**Logic cells by family**

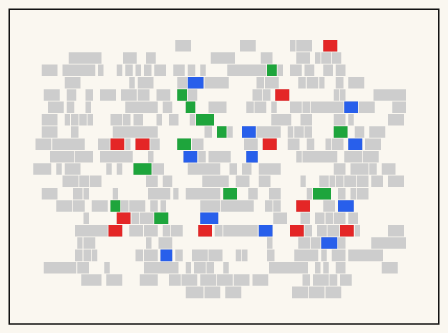
**Routed metal, one colour a layer**

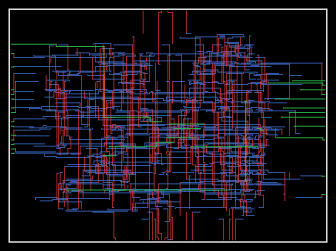
**The metal 2 layer**

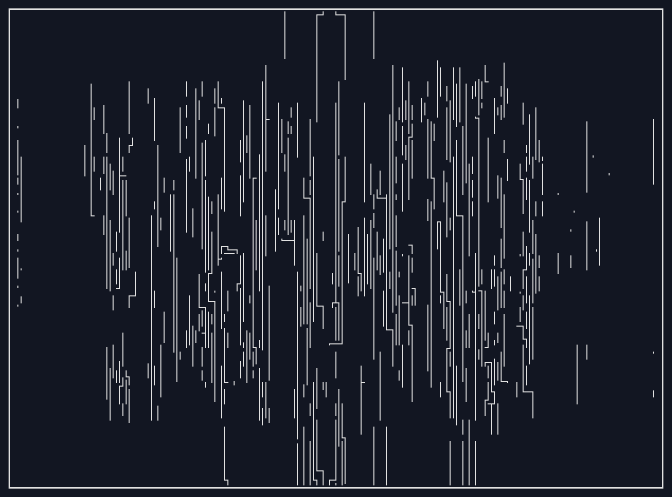
File: src/rtl/bcd_counter_chain.sv
// Multi-digit BCD up/down counter with parallel load, wrap/saturate at the
// all-9/all-0 boundary and a sticky overflow flag.

module bcd_digit (
    input  logic       clock,
    input  logic       reset,
    input  logic       load,
    input  logic [3:0] load_digit,
    input  logic       step,
    input  logic       down,
    output logic [3:0] digit,
    output logic       bound
);
    assign bound = down ? (digit == 4'd0) : (digit == 4'd9);

    // Loads sanitise A-F to 0 and steps stay within 0-9, so the register is always BCD.
    always_ff @(posedge clock) begin
        if (reset)
            digit <= 4'd0;
        else if (load)
            digit <= (load_digit > 4'd9) ? 4'd0 : load_digit;
        else if (step) begin
            if (down)
                digit <= (digit == 4'd0) ? 4'd9 : digit - 4'd1;
            else
                digit <= (digit == 4'd9) ? 4'd0 : digit + 4'd1;
        end
    end
endmodule

module bcd_counter_chain #(
    parameter int NR_OF_DIGITS = 4
) (
    input  logic                      clock,
    input  logic                      reset,
    input  logic                      enable,
    input  logic                      countDown,
    input  logic                      saturate,
    input  logic                      load,
    input  logic [4*NR_OF_DIGITS-1:0] loadValue,
    input  logic                      clearOverflow,
    output logic [4*NR_OF_DIGITS-1:0] countValue,
    output logic [NR_OF_DIGITS-1:0]   digitCarry,
    output logic                      terminalCount,
    output logic                      isZero,
    output logic                      overflow
);
    logic [NR_OF_DIGITS-1:0] bound;
    logic [NR_OF_DIGITS-1:0] step;
    logic                    hold;

    // Saturation freezes every digit on the boundary step rather than letting it wrap.
    assign hold = saturate & digitCarry[NR_OF_DIGITS-1];

    for (genvar i = 0; i < NR_OF_DIGITS; i++) begin : g_digit
        if (i == 0) begin : g_lsd
            assign digitCarry[i] = enable & bound[i];
            assign step[i]       = enable & ~hold;
        end else begin : g_upper
            assign digitCarry[i] = digitCarry[i-1] & bound[i];
            assign step[i]       = digitCarry[i-1] & ~hold;
        end

        bcd_digit u_digit (
            .clock      (clock),
            .reset      (reset),
            .load       (load),
            .load_digit (loadValue[4*i +: 4]),
            .step       (step[i]),
            .down       (countDown),
            .digit      (countValue[4*i +: 4]),
            .bound      (bound[i])
        );
    end

    assign terminalCount = digitCarry[NR_OF_DIGITS-1] & ~reset & ~load;
    assign isZero        = (countValue == '0);

    // A boundary step beats a simultaneous clear.
    always_ff @(posedge clock) begin
        if (reset)
            overflow <= 1'b0;
        else if (terminalCount)
            overflow <= 1'b1;
        else if (clearOverflow)
            overflow <= 1'b0;
    end
endmodule
File: config.mk
export PLATFORM = sky130hd
export DESIGN_NAME = bcd_counter_chain
export DESIGN_NICKNAME = d
export VERILOG_FILES = /design/src/rtl/bcd_counter_chain.sv
export SDC_FILE = /design/constraint.sdc
export NUM_CORES = 1
export LEC_CHECK = 0
export CAP_MARGIN = 10
export CELL_PAD_IN_SITES_DETAIL_PLACEMENT = 0
export CELL_PAD_IN_SITES_GLOBAL_PLACEMENT = 1
export CORE_ASPECT_RATIO = 0.7
export CORE_MARGIN = 5
export CORE_UTILIZATION = 34
export DETAILED_ROUTE_END_ITERATION = 10
export GPL_TIMING_DRIVEN = 0
export MAX_ROUTING_LAYER = met4
export PLACE_DENSITY_LB_ADDON = 0.1
export SLEW_MARGIN = 0
export SYNTH_ARGS = -nofsm -noshare
export SYNTH_HDL_FRONTEND = slang
export SYNTH_SLANG_ARGS = --single-unit
File: constraint.sdc
create_clock -name clock -period 2.2 [get_ports clock]
set_input_delay 0.44 -clock clock [delete_from_list [all_inputs] [get_ports clock]]
set_output_delay 0.44 -clock clock [all_outputs]
set_load 0.05 [all_outputs]
==> flow_metrics.env <==
# source this file to load flow results
export IMPL_outcome="finished, violations left"
export IMPL_violations="negative setup slack"
export IMPL_sequentialPower_mw=0.350
export IMPL_post_route_worst_setup_slack_ns=-0.273
export IMPL_nFillCells=503
export IMPL_crit_path_top_delay_cell="sky130_fd_sc_hd__dfxtp_4"
export IMPL_grt_pass1_wl_um=9320
export IMPL_cp_required_ns=1.76
export IMPL_largest_register_ffs=16
export IMPL_cts_tree="built"
export IMPL_power_per_cell_area_mw_per_mm2=446
export IMPL_ys_sh_simple_pct=30.5
export IMPL_openroad_warnings=29
export IMPL_timing_hold_worst_class="register to register"
export IMPL_fp_utilization_pct=35.2
export IMPL_max_cap_violations=0
export IMPL_worst_endpoint_arrival_ns=2.03
export IMPL_ys_sh_adder_pct=0
export IMPL_fin_hold_ws_ns=0.608
export IMPL_cpLargestDelayFamily="simple AND/OR/NAND/NOR gates"
export IMPL_finalWorstPathRequiredPeriod_ns=2.47
export IMPL_setup_violators_final=10
Notes on 'logic cells by family' above:
colour	family	cells	most used
red	xor and xnor cells	11	xnor2_1
blue	non-inverting ao/oa cells	11	a211o_1
green	and/or cells	12	and3b_1

Notes on 'routed metal, one colour a layer' above:
colour	layer	wire length
orange	M4	44.9 um
blue	M1	3030 um
red	M2	2410 um
green	M3	292 um
vias post-DR: 1904
total wirelength of the detailed-routed design: 5780 um
GRT Util Overall: 18.1%
average routed wire per standard cell: 16.4 um

Notes on 'the metal 2 layer' above:
share of all routed wire	42%
longest straight run	38.8 um
main direction	vertical

==> through the flow <==
stage,instances,power [mW],setup slack [ns]
5_1_grt,353,1.14,-0.350
2_1_floorplan,231,0.642,-0.310
3_3_place_gp,344,0.787,-1.52
3_5_place_dp,344,0.787,-1.52
4_1_cts,352,1.07,-0.303
6_report,353,1.09,-0.273
==> cell usage in the layout, fill, tap and decap left out, types with 3 or more instances in the layout <==
cell                              instances
sky130_fd_sc_hd__a211o_1                  3
sky130_fd_sc_hd__a211oi_1                 5
sky130_fd_sc_hd__a21oi_1                 14
sky130_fd_sc_hd__a31oi_1                  5
sky130_fd_sc_hd__and3b_1                  3
sky130_fd_sc_hd__buf_4                    9
sky130_fd_sc_hd__buf_6                    5
sky130_fd_sc_hd__buf_8                    4
sky130_fd_sc_hd__clkbuf_1                14
sky130_fd_sc_hd__clkbuf_8                 3
sky130_fd_sc_hd__clkdlybuf4s50_1         36
sky130_fd_sc_hd__dfxtp_1                 10
sky130_fd_sc_hd__dfxtp_2                  5
sky130_fd_sc_hd__inv_1                   10
sky130_fd_sc_hd__mux2i_1                  4
sky130_fd_sc_hd__nand2_1                 11
sky130_fd_sc_hd__nand2b_1                 8
sky130_fd_sc_hd__nand3_1                  3
sky130_fd_sc_hd__nand3b_1                 7
sky130_fd_sc_hd__nor2_1                  12
sky130_fd_sc_hd__nor2b_1                  6
sky130_fd_sc_hd__nor3_1                   4
sky130_fd_sc_hd__nor3b_1                  5
sky130_fd_sc_hd__nor4b_1                  4
sky130_fd_sc_hd__o211ai_1                 6
sky130_fd_sc_hd__o21ai_0                 16
sky130_fd_sc_hd__o22ai_1                  5
sky130_fd_sc_hd__xnor2_1                  6
sky130_fd_sc_hd__xor2_1                   5
No activity file was given, so power comes from the tool's default toggle rates.
